**src/rtl/event_injector.sv**
```systemverilog
// Event injector: queues (value, gap) descriptors and replays them as single-cycle
// newX strobes with x valid, spaced by exact clock-tick gaps.
module event_injector #(
  parameter int DATA_W  = 32,
  parameter int DELAY_W = 16,
  parameter int DEPTH   = 4
) (
  input  logic                       clk,
  input  logic                       rst,
  input  logic                       en,
  input  logic                       wr_valid,
  output logic                       wr_ready,
  input  logic [DATA_W-1:0]          wr_value,
  input  logic [DELAY_W-1:0]         wr_delay,
  output logic [DATA_W-1:0]          x,
  output logic                       newX,
  output logic [$clog2(DEPTH+1)-1:0] pending,
  output logic                       busy
);

  localparam int PTR_W = $clog2(DEPTH);
  localparam int CNT_W = $clog2(DEPTH+1);
  localparam logic [CNT_W-1:0] FULL = CNT_W'(DEPTH);

  typedef enum logic {
    ST_IDLE,
    ST_WAIT
  } state_t;

  state_t             state;
  logic [DELAY_W-1:0] cnt;
  logic [DATA_W-1:0]  val;

  logic [CNT_W-1:0]   count;
  logic [PTR_W-1:0]   rd_ptr;
  logic [PTR_W-1:0]   wr_ptr;
  logic [DATA_W-1:0]  mem_value [DEPTH];
  logic [DELAY_W-1:0] mem_delay [DEPTH];

  logic               has_data;
  logic               emit;
  logic               push;
  logic               pop;
  logic [DATA_W-1:0]  head_value;
  logic [DELAY_W-1:0] head_delay;

  // Handshake: a descriptor transfers on a rising clk edge where wr_valid && wr_ready.
  // wr_ready depends only on en, reset and the registered occupancy, never on a
  // same-cycle pop, so a full queue refuses writes even on the edge that frees a slot.
  assign wr_ready   = rst && en && (count < FULL);
  assign push       = wr_valid && wr_ready;
  assign has_data   = (count != '0);
  assign emit       = en && (state == ST_WAIT) && (cnt == '0);
  assign pop        = has_data && ((en && (state == ST_IDLE)) || emit);
  assign head_value = mem_value[rd_ptr];
  assign head_delay = mem_delay[rd_ptr];

  assign pending = count;
  assign busy    = (state == ST_WAIT);

  always_ff @(posedge clk) begin
    if (push) begin
      mem_value[wr_ptr] <= wr_value;
      mem_delay[wr_ptr] <= wr_delay;
    end
  end

  always_ff @(posedge clk or negedge rst) begin
    if (!rst) begin
      count  <= '0;
      rd_ptr <= '0;
      wr_ptr <= '0;
    end else begin
      if (push) begin
        wr_ptr <= wr_ptr + PTR_W'(1);
      end
      if (pop) begin
        rd_ptr <= rd_ptr + PTR_W'(1);
      end
      case ({push, pop})
        2'b10:   count <= count + CNT_W'(1);
        2'b01:   count <= count - CNT_W'(1);
        default: count <= count;
      endcase
    end
  end

  // The emit edge also loads the next descriptor, so queued events are spaced
  // by exactly (next delay + 1) cycles with no idle cycle in between.
  always_ff @(posedge clk or negedge rst) begin
    if (!rst) begin
      state <= ST_IDLE;
      cnt   <= '0;
      val   <= '0;
      x     <= '0;
      newX  <= 1'b0;
    end else if (!en) begin
      newX <= 1'b0;
    end else begin
      newX <= 1'b0;
      case (state)
        ST_IDLE: begin
          if (has_data) begin
            cnt   <= head_delay;
            val   <= head_value;
            state <= ST_WAIT;
          end
        end
        ST_WAIT: begin
          if (cnt != '0) begin
            cnt <= cnt - DELAY_W'(1);
          end else begin
            newX <= 1'b1;
            x    <= val;
            if (has_data) begin
              cnt <= head_delay;
              val <= head_value;
            end else begin
              state <= ST_IDLE;
            end
          end
        end
        default: state <= ST_IDLE;
      endcase
    end
  end

endmodule
```
**config.mk**
```make
export PLATFORM = sky130hd
export DESIGN_NAME = event_injector
export DESIGN_NICKNAME = d
export VERILOG_FILES = /design/src/rtl/event_injector.sv
export SDC_FILE = /design/constraint.sdc
export NUM_CORES = 1
export LEC_CHECK = 0
export ABC_AREA = 1
export CORE_MARGIN = 3
export CORE_UTILIZATION = 45
export DETAILED_ROUTE_END_ITERATION = 6
export HOLD_SLACK_MARGIN = 0.1
export SETUP_SLACK_MARGIN = 0.1
export SYNTH_ARGS = -nofsm -noshare
export SYNTH_HDL_FRONTEND = slang
export SYNTH_SLANG_ARGS = --single-unit
```
**constraint.sdc**
```tcl
create_clock -name clk -period 4.5 [get_ports clk]
set_clock_uncertainty 0.05 [all_clocks]
set_input_delay 0.45 -clock clk [delete_from_list [all_inputs] [get_ports clk]]
set_output_delay 0.45 -clock clk [all_outputs]
set_load 0.005 [all_outputs]
```
==> images/placement.png <==
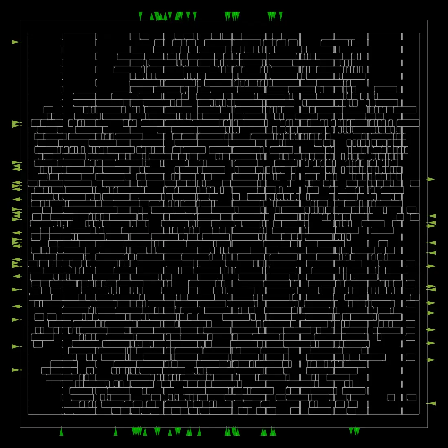
post-route insts no fill: 1,472
Tap Cells: 324
FP Rows: 57

==> images/clk_routes.png <==
Bar = 50 um.
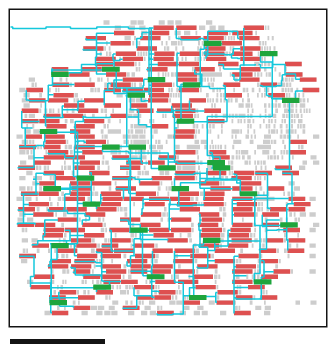
Key: red = flip-flops [count 281]; cyan = clock wires [length 3,330 um]; green = clock drivers [count 29]
Position of the flops: all over the die.

==> images/wires.png <==
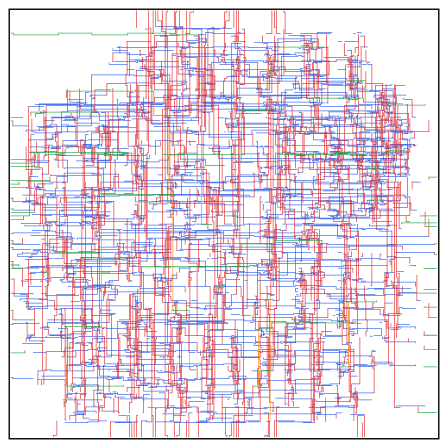
Key: blue = metal 1 [wire length 11,800 um]; red = metal 2 [wire length 11,300 um]; green = metal 3 [wire length 1,070 um]; orange = metal 4 [wire length 518 um]
total global-route track usage: 0.1799
vias post-DR: 7,446
Post-Route WL: 24.74 mm
drt wl/cell: 16.81 um

==> results.yml <==
# generated from flow reports
run_status:
  status: "completed"
placement:
  place_area_sq_mm: 0.01271
  place_hpwl_mm: 14.86
  place_inst: 1418
  dp_slack_ps: 1272
  io_buffers: 89
  gp_congestion: 0.8484
layout:
  area_delta_synth_final_pct: 18.69
  top_regs: "mem_value (128), mem_delay (64)"
  inverters: 71
  drive_gt1_frac: 0.06882
  clock_buffers: 38
  largest-register: "mem_value"
  logic_area_sq_mm: 0.003004
  clkCellAreaFrac: 0.06640
  largest_class: "sequential cells"
  flops: 281
  comb_area_frac: 0.2205
  design_area_sq_mm: 0.01362
  fillCellCount: 2185
  largest_reg_flops: 128
  antenna_cells: 0
  fin_util: 0.5521
  regArea_sq_mm: 0.007998
  nonClkBufAreaFrac: 0.07677
  nMultiInputCombCells: 640
  fin_nets: 1186
  seq-cell-share: 0.5870
  nonClockBufferCount: 103
critical_path:
  cp_slowest_cell: "nor2_4"
  rr_startpoint: "cnt[0]"
  crit_chain: "clkdlybuf4s50_1, buf_4, nand2_1, nor2_1, nand2_1, nor2_4, buf_12"
  r2r_cells: 14
  worstSetupPathType: "primary input to register"
  cp-end-kind: "register"
  cpPeakStageDelay_ps: 720
  r2r-end: "pending[2]"
  worstSetupStartpointType: "primary input"
  path_max_fanout: 29
  crit_top_cell: "nand2_1"
  r2r_setup_slack_ps: 1930
  cp_top_family: "simple AND/OR/NAND/NOR gates"
  critPathBufInv: 3
  cp.required_ps: 4680
  cp.arrival_ps: 2810
timing:
  period_minus_slack_ps: 2627
  fin_tns_setup_ps: 0
  rsz0062_at_grt: "false"
  hold_violations: 0
  max_freq_mhz: 380.7
  setup_slack_ps: 1873
  min_period_over_period: 0.5837
  slew_viol_final: 0
  relSlewSlack: 0.2547
  finalSetupViolations: 0
  worstMarginPinSlew_ps: 1118
clock_tree:
  clockBufferDepth: 3
  cts.repair.resized: 0
  cts_tree: "done"
  cts.htree.levels: 1
  clk_latency_ps: 550
  path_clk_slew_ps: 60
  cts_root_buf: "clkbuf_16"
  post_cts_buffers: 0
  cts_buffers: 29
  cts.sinks: 281
  cts_hold_buf: 1
floorplanning:
  ios: 90
  fp_util: 0.4652
  die_area_sq_mm: 0.02746
  die_h_um: 165.7
  die_w_um: 165.7
  core_area_sq_mm: 0.02468
yosys:
  area_leaders: "edfxtp_1, dfrtp_1, nand2_1, o21ai_0, nor2_1"
  yosys_area_sq_mm: 0.01148
  post-synth-top-area-fraction: 0.5023
  synth_cells: 1043
  ys_types: 31
  syn_area_sq_mm: 0.01148
  ys_sh_mux: 0
  edf_count: 192
  top_logic_kind: "simple AND/OR/NAND/NOR gates"
  yosysTopAreaCell: "edfxtp_1"
  ys_sh_aoi: 0.08023
  adder_share: 0.009374
  yosysWarnings: 0
  xor_area_frac: 0.005341
  ys_seq_share: 0.6963
  floorplan.nets: 1103
  postSynthAreaPerCell_sq_um: 11.01
  simple_gate_area_frac: 0.1634
  async_flop_share: 0.3167
  yosysCellCount: 1043
  ff_type: "edfxtp_1"
  ys.flops: 281
flow_run:
  warnings: 32
  maxCapViolations: 0
route:
  dr.pass1.iters: 5
  top_layer: "met4"
  drc_errors: 0
  drtIter0Drc: 582
  ant_nets: 0
  wl_met2_mm: 11.32
  via_per_inst: 5.058
  wl_met1_mm: 11.83
  met3_length_mm: 1.073
worst_hold_path:
  whs_path_depth: 2
  holdPathEnd: "x[8]"
  holdCritStartpoint: "x[8]"
  hold_class: "register to register"
global_route:
  grt_antenna_before_repair: 0
  grt_use_met2: 0.2876
  grt_pass1_wl_mm: 40.37
  grt.busiest_layer: "met2"
  globalRouteMet1Util: 0.2632
  grt_max_degree: 104
  use_met3: 0.02598
  grt_overflow: 0
  grt_pass1_vias: 7440
power:
  power_density_mw_per_mm2: 586.9
  ir_drop_mv: 0.3019
  p_leak_nw: 5.304
==> images/detail.png <==
Window x 63 to 103, y 30 to 70 um. Cells in gray, sequential cells in the stronger gray; small squares are vias.
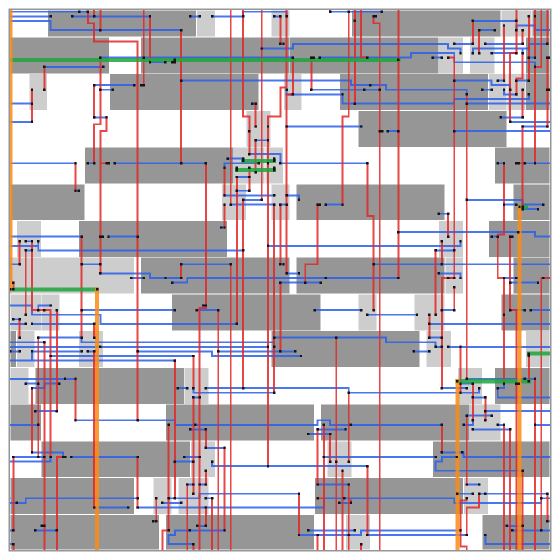
Key: red = metal 2; blue = metal 1; orange = metal 4; green = metal 3
Most frequent: edfxtp_1 (25), o21ai_0 (14), nor2_1 (10). Netlist names of flops here include `mem_value` (23), `mem_delay` (2). 60 logic cells have their middle in the window. Sequential cells in the window: 25.

==> images/layer_met3.png <==
Bar = 50 um.
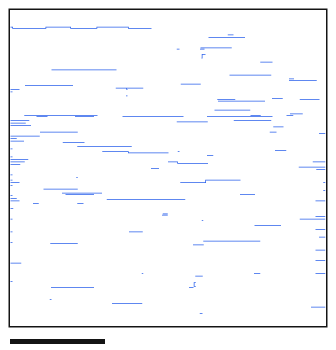
The layer carries 1,070 um of wire. The wires run mostly horizontal. The layer holds 4.3% of the routed length. 77 nets have wire on it. The longest straight run is 40.9 um.

## synthesized netlist by cell type (7+ instances only)
master	number
edfxtp_1	192
nand3_1	59
clkbuf_1	30
ha_1	7
buf_2	11
nand2_1	247
nor2_1	120
inv_1	70
o21ai_1	20
o21ai_0	120
dfrtp_1	89
o22ai_1	32
## cells in the final DEF, fill, tap and decap left out, types with 2 or more instances in the layout
cell / count
dfrtp_1: 87
o21ai_1: 20
buf_4: 10
clkinv_1: 5
nand2_1: 247
clkinv_2: 3
nor2_2: 3
nand3_1: 59
xor2_1: 3
o22ai_1: 32
nand2_4: 3
buf_12: 4
edfxtp_1: 192
clkinv_4: 2
inv_1: 69
a21oi_1: 4
clkdlybuf4s50_1: 88
clkbuf_1: 8
nand3b_1: 3
inv_2: 2
bufinv_16: 2
nand2_2: 3
ha_1: 7
nand4_1: 3
clkbuf_16: 29
xnor2_1: 4
clkinvlp_4: 2
o21ai_0: 120
nor2_1: 116
nor2_4: 8
## worst max path at each step
stage,start,to,slack (ps),cells after the start
after floorplan,en,mem_delay[0][0],840,5
after global placement,en,mem_value[3][20],1350,7
after global routing,cnt[0],pending[2],1700,14
after detailed placement,en,mem_value[3][20],1270,7
after CTS,en,mem_value[3][20],1860,7
final,en,mem_value[3][14],1870,7
## worst min-delay path: stages (launching register included)
cell and delay (ps):
dfrtp_1 340, nand2_1 50, o21ai_0 50
## power by group
group	total [mW]	switching, mW	internal (mW)
Sequential	3.42	0.244	3.18
Clock	2.29	0.970	1.32
Combinational	2.29	1.45	0.837
## stage by stage
stage               total power, mW  hold WS (ps)
global route                  8.511         445.4
CTS                           8.074         440.8
detailed placement            5.771         425.5
floorplan                     4.918         104.4
global placement              5.752         417.9
finish                        7.997         434.4
Power and IR drop assume default switching activity.
